File: config.mk
export PLATFORM = sky130hd
export DESIGN_NAME = rsi_price_feeder
export DESIGN_NICKNAME = d
export VERILOG_FILES = /design/src/rtl/rsi_price_feeder.sv
export SDC_FILE = /design/constraint.sdc
export NUM_CORES = 1
export LEC_CHECK = 0
export ABC_AREA = 1
export CORE_UTILIZATION = 23
export CTS_CLUSTER_DIAMETER = 40
export DETAILED_ROUTE_END_ITERATION = 8
export GPL_TIMING_DRIVEN = 1
export PLACE_DENSITY = 0.46
export SETUP_SLACK_MARGIN = 0.2
export SLEW_MARGIN = 5
export SYNTH_ARGS = -nofsm -noshare
export SYNTH_HDL_FRONTEND = slang
export SYNTH_SLANG_ARGS = --single-unit
export TNS_END_PERCENT = 30
File: constraint.sdc
create_clock -name i_clk -period 1.6 [get_ports i_clk]
set_input_delay 0.24 -clock i_clk [delete_from_list [all_inputs] [get_ports i_clk]]
set_output_delay 0.24 -clock i_clk [all_outputs]
set_load 0.01 [all_outputs]
File: src/rtl/rsi_price_feeder.sv
// rsi_price_feeder
// Front-end price source for the RSI datapath. Collects a serial stream of
// uq8_8 prices into an N-sample sliding window. It issues a one-shot seed
// strobe when the window first fills. After that it issues one incremental
// strobe per new sample. Intake is throttled so the sequential RS/RSI stages
// downstream always have time to finish before the next sample arrives.

module rsi_price_feeder #(
  parameter int N          = 14,
  parameter int G_SEED_GAP = 8,
  parameter int G_GAP      = 4
) (
  input  logic                       i_clk,
  input  logic                       i_rst,
  input  logic                       i_flush,
  input  logic [15:0]                i_price,
  input  logic                       i_price_valid,
  output logic                       o_price_ready,
  output logic [N-1:0][15:0]         o_prices,
  output logic                       o_en,
  output logic [15:0]                o_curr_price,
  output logic                       o_valid_price,
  output logic [$clog2(N+1)-1:0]     o_fill_count
);

  localparam int FW   = $clog2(N + 1);
  localparam int GMAX = (G_SEED_GAP > G_GAP) ? G_SEED_GAP : G_GAP;
  localparam int CW   = (GMAX > 0) ? $clog2(GMAX + 1) : 1;

  typedef enum logic [2:0] {
    FILL,
    SEED,
    SEED_WAIT,
    RUN,
    GAP
  } state_t;

  state_t          state;
  state_t          state_n;
  logic [CW-1:0]   gap_cnt;
  logic            accept;

  // State register; reset and flush both return to FILL.
  always_ff @(posedge i_clk) begin
    // NOTE: sequential state uses non-blocking assignments so every register
    // samples the pre-edge values, independent of statement order.
    if (i_rst) state <= FILL;
    else       state <= state_n;
  end

  // Next-state, handshake and seed strobe decode.
  always_comb begin
    // NOTE: every output of this block gets a default first, so no path
    // leaves a signal unassigned and no latch is inferred.
    state_n       = state;
    o_price_ready = ((state == FILL) || (state == RUN)) && !i_flush && !i_rst;
    accept        = i_price_valid && o_price_ready;
    o_en          = (state == SEED);

    unique case (state)
      FILL: begin
        if (accept && (o_fill_count == FW'(N - 1))) state_n = SEED;
      end
      SEED: begin
        state_n = (G_SEED_GAP == 0) ? RUN : SEED_WAIT;
      end
      SEED_WAIT: begin
        if (gap_cnt == CW'(1)) state_n = RUN;
      end
      RUN: begin
        if (accept && (G_GAP != 0)) state_n = GAP;
      end
      GAP: begin
        if (gap_cnt == CW'(1)) state_n = RUN;
      end
      default: state_n = FILL;
    endcase

    if (i_flush) state_n = FILL;
  end

  // Window shift register, incremental outputs, fill count and stall counter.
  always_ff @(posedge i_clk) begin
    if (i_rst) begin
      // NOTE: the window is an externally visible output with defined reset
      // contents, so it is reset like any control register rather than
      // being left as uninitialised storage.
      o_prices      <= '0;
      o_curr_price  <= '0;
      o_valid_price <= 1'b0;
      o_fill_count  <= '0;
      gap_cnt       <= '0;
    end else if (i_flush) begin
      o_prices      <= '0;
      o_valid_price <= 1'b0;
      o_fill_count  <= '0;
      gap_cnt       <= '0;
    end else begin
      o_valid_price <= 1'b0;

      if (accept) begin
        // Index 0 is the oldest sample; new samples enter at N-1.
        o_prices <= {i_price, o_prices[N-1:1]};
        if (state == FILL) o_fill_count <= o_fill_count + FW'(1);
        if (state == RUN) begin
          o_curr_price  <= i_price;
          o_valid_price <= 1'b1;
        end
      end

      unique case (state)
        SEED:           gap_cnt <= CW'(G_SEED_GAP);
        SEED_WAIT, GAP: gap_cnt <= gap_cnt - CW'(1);
        RUN:            if (accept) gap_cnt <= CW'(G_GAP);
        default:        gap_cnt <= gap_cnt;
      endcase
    end
  end

endmodule
Run 1, clock network drawn from the DEF:
(3 px per um)
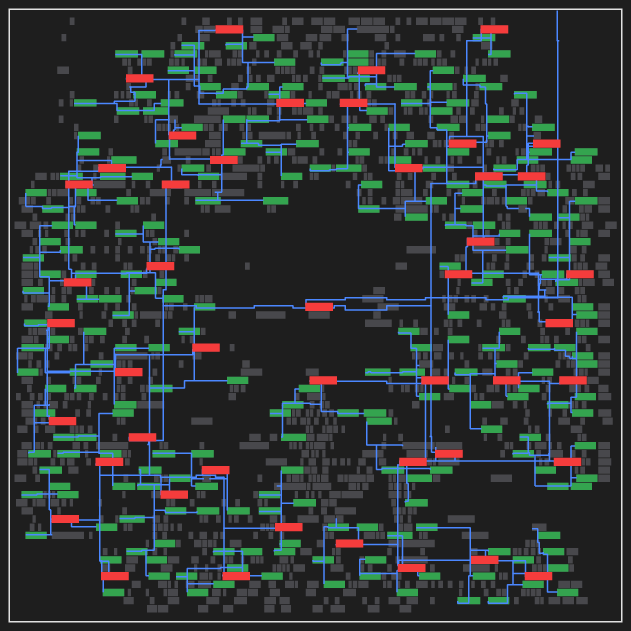
[red] cells driving clock nets | count: 46
[blue] clock wires | length: 4,100 um
[green] flip-flops | count: 252
routed clock nets	47
flops lie	all over the die
Insertion Delay late pin: 0.55 ns
clock-net power: 10.9 mW
skew final: 0.01371 ns
Clk network pwr share: 60.6%

Run 1, cell classes on the final placement:
(2 px per um) Fill, decap, tap and diode cells in gray.
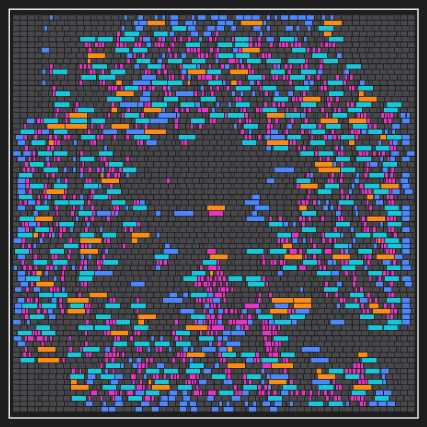
color	class	cells	share of their area
magenta	all other logic	809	27%
orange	clock drivers and dummy loads	84	12%
cyan	flops	252	36%
blue	other buffers and delay cells	378	24%
CORE AREA: 39,910 um2
Seq area share: 34.87%
final design area excluding fillers: 14,940 um2

Run 1, I/O pins on the die edge:
(1.5 px per um) Pins as bars across the die edge, other pins in gray.
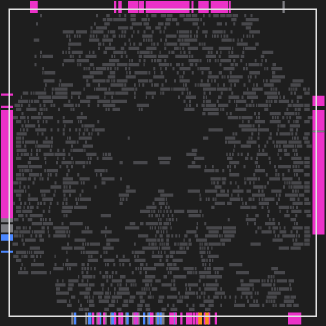
color	port	pins	direction	edge
orange	`o_fill_count`	4	output	south
cyan	`i_price_valid`	1	input	south
magenta	`o_prices`	224	output	70 north, 65 east, 55 west, 34 south
blue	`o_curr_price`	16	output	12 south, 4 west
all pins by edge	71 north, 66 east, 65 south, 65 west
Die H: 203.7 um
Die Wd: 203.7 um

==> impl_metrics.json, run 1 <==
{
  "grt_antenna_before_repair": 0,
  "violations": "setup timing",
  "cts_sinks": 252,
  "cts_tree": "done",
  "ff2ff_path_depth": 9,
  "ys_seq_share_pct": 53.93,
  "comb_area_share_pct": 25.28,
  "finalCritPeriodShare_pct": 105.8,
  "dpl_cell_area_um2": 12700,
  "layout_top_cell": "nand3_1",
  "top_layer_used": "met4",
  "maxCapViolations": 0,
  "ys_sh_mux_pct": 0,
  "setup_viol": 178,
  "yosys_area_um2": 9355,
  "hold_path_class": "in -> reg",
  "logic_gates": 790,
  "cellLeakagePower_nw": 7.140,
  "cp_num_buf_inv": 1,
  "drt_iter0_markers": 584,
  "r2r-start": "state[2]",
  "postLayoutSetupSlackWorst_ns": -0.09313,
  "grt_use_met1_pct": 19.78,
  "grt_start_max_net_pins": 108,
  "wl_per_cell_um": 17.75,
  "grt_use_met3_pct": 5.257,
  "slew_headroom_pct": 61.27,
  "grt_pass1_wl_um": 52920,
  "status": "complete, but fails checks",
  "adder_share_pct": 0.5350,
  "final-clk-cell-share_pct": 11.52,
  "synth_cells": 1164,
  "finalHoldViolations": 0,
  "synth_area_leader_cell": "dfxtp_1",
  "crit_fanout": 3,
  "ctsHtreeMaxLevel": 2,
  "worst_slew_pin_slew_ns": 0.5809,
  "wl_met1_um": 15650
}
-- run 1: registers in the layout, summed over array words and instances, names as in the netlist --
register	flops
o_valid_price	1
gap_cnt	4
state	3
o_curr_price	16
o_prices	224
o_fill_count	4
-- run 1: synthesized netlist by cell type (2+ instances only) --
library cell	n
a21oi_1	24
buf_1	10
buf_2	9
buf_4	18
buf_6	17
clkbuf_1	50
dfxtp_1	252
ha_1	4
inv_1	17
nand2_1	284
nand3_1	458
nand4_1	2
nor2_1	8
-- run 1: stage by stage --
| step | util (%) | TNS, ns | instances |
|---|---|---|---|
| final | 37.44 | -4.573 | 2048 |
| after detailed placement | 31.83 | -102.28 | 1908 |
| after global routing | 37.44 | -26.63 | 2048 |
| after global placement | 31.83 | -101.60 | 1908 |
| after CTS | 35.82 | -13.01 | 2022 |
| after floorplan | - | 0 | 1164 |
Run 1, clock wiring as the flow saved it:
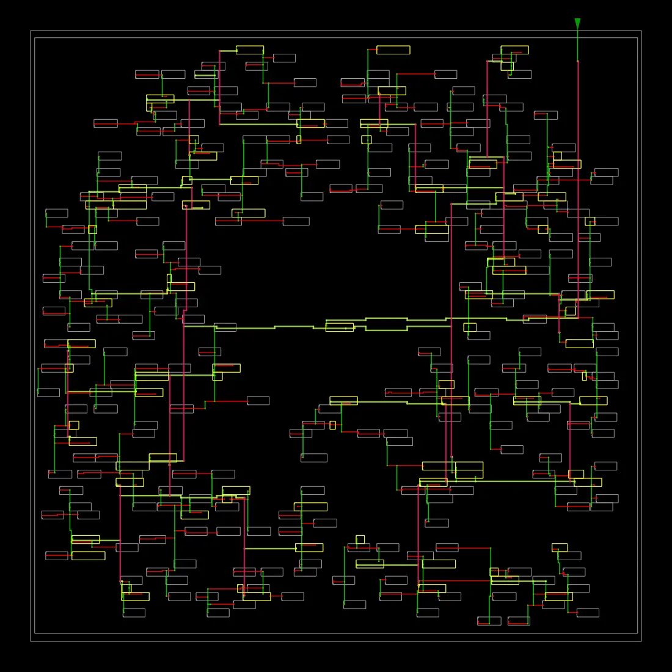

## Run 2: what changed since run 1
- HOLD_SLACK_MARGIN: default -> 0.02
- TNS_END_PERCENT: 30 -> 1
Run 2, clock wiring as the flow saved it:
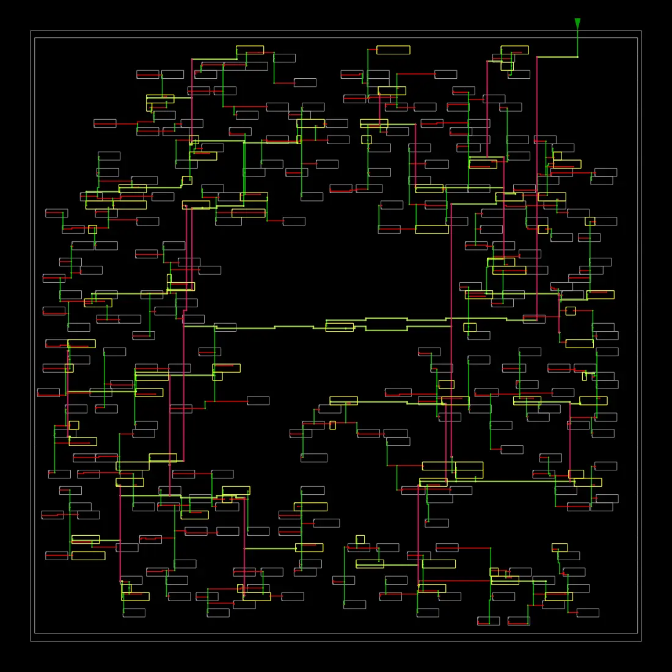
Insertion Delay late pin: 0.56 ns
total CTS buffers: 46

==> impl_metrics.json, run 2 <==
{
  "status": "complete, but fails checks",
  "violations": "setup timing",
  "yosysMostFrequentCell": "nand3_1",
  "synth_cells": 1164,
  "reg.largest.list": "o_prices: 224 flops, o_curr_price: 16 flops",
  "dpl_cell_area_um2": 12700,
  "grt_antenna_before_repair": 0,
  "grt_use_met1_pct": 19.62,
  "largest-register": "o_prices",
  "top_cells_by_count": "458 x nand3_1, 284 x nand2_1, 252 x dfxtp_1",
  "powerClk_mw": 10.9,
  "fin_area_um2": 14500,
  "postLayoutSetupSlackWorst_ns": -0.06928,
  "layout_top_cell": "nand3_1",
  "cts_sinks": 252,
  "dp_cells": 1908,
  "cts_tree": "done",
  "fp.coreArea_um2": 39910,
  "finalNonFillerCells": 2007,
  "worst_slew_pin_slew_ns": 0.5653,
  "r2r-start": "state[2]",
  "pwr-share-clk_pct": 60.8,
  "grt_start_max_net_pins": 108,
  "maxCapViolations": 0,
  "setup_viol": 111,
  "fin_skew_ns": 0.01325,
  "cp_num_buf_inv": 1,
  "wl_per_cell_um": 17.20,
  "crit_fanout": 3,
  "cellLeakagePower_nw": 6.680,
  "final_core_util_pct": 36.34,
  "logic_gates": 790,
  "ff2ff_path_depth": 9,
  "ys_seq_share_pct": 53.93,
  "die_h_um": 203.7,
  "slew_headroom_pct": 62.31,
  "comb_area_share_pct": 26.49,
  "tns_ns": -1.492
}
run 2: netlist changes by cell type in the layout (fill, tap and decap cells not counted), moves of 7 or more:
cell	delta
nand2_2	+14
nand2_1	-15
clkbuf_16	-7
dlymetal6s2s_1	-8
dfxtp_2	-76
buf_2	-47
clkdlybuf4s15_2	+16
buf_4	-29
dfxtp_1	+82
dlygate4sd2_1	+10
clkbuf_2	+28
run 2: cells by family after synthesis:
family	Yosys count	share of synthesized area, %
flip-flops	252	53.93
adder cells (fa/ha/maj)	4	0.5350
AND/OR/NAND/NOR	756	36.71
buffers and inverters	123	7.142
AND-OR/OR-AND	27	1.498
XOR/XNOR	2	0.1873
Power and IR drop assume default switching activity.
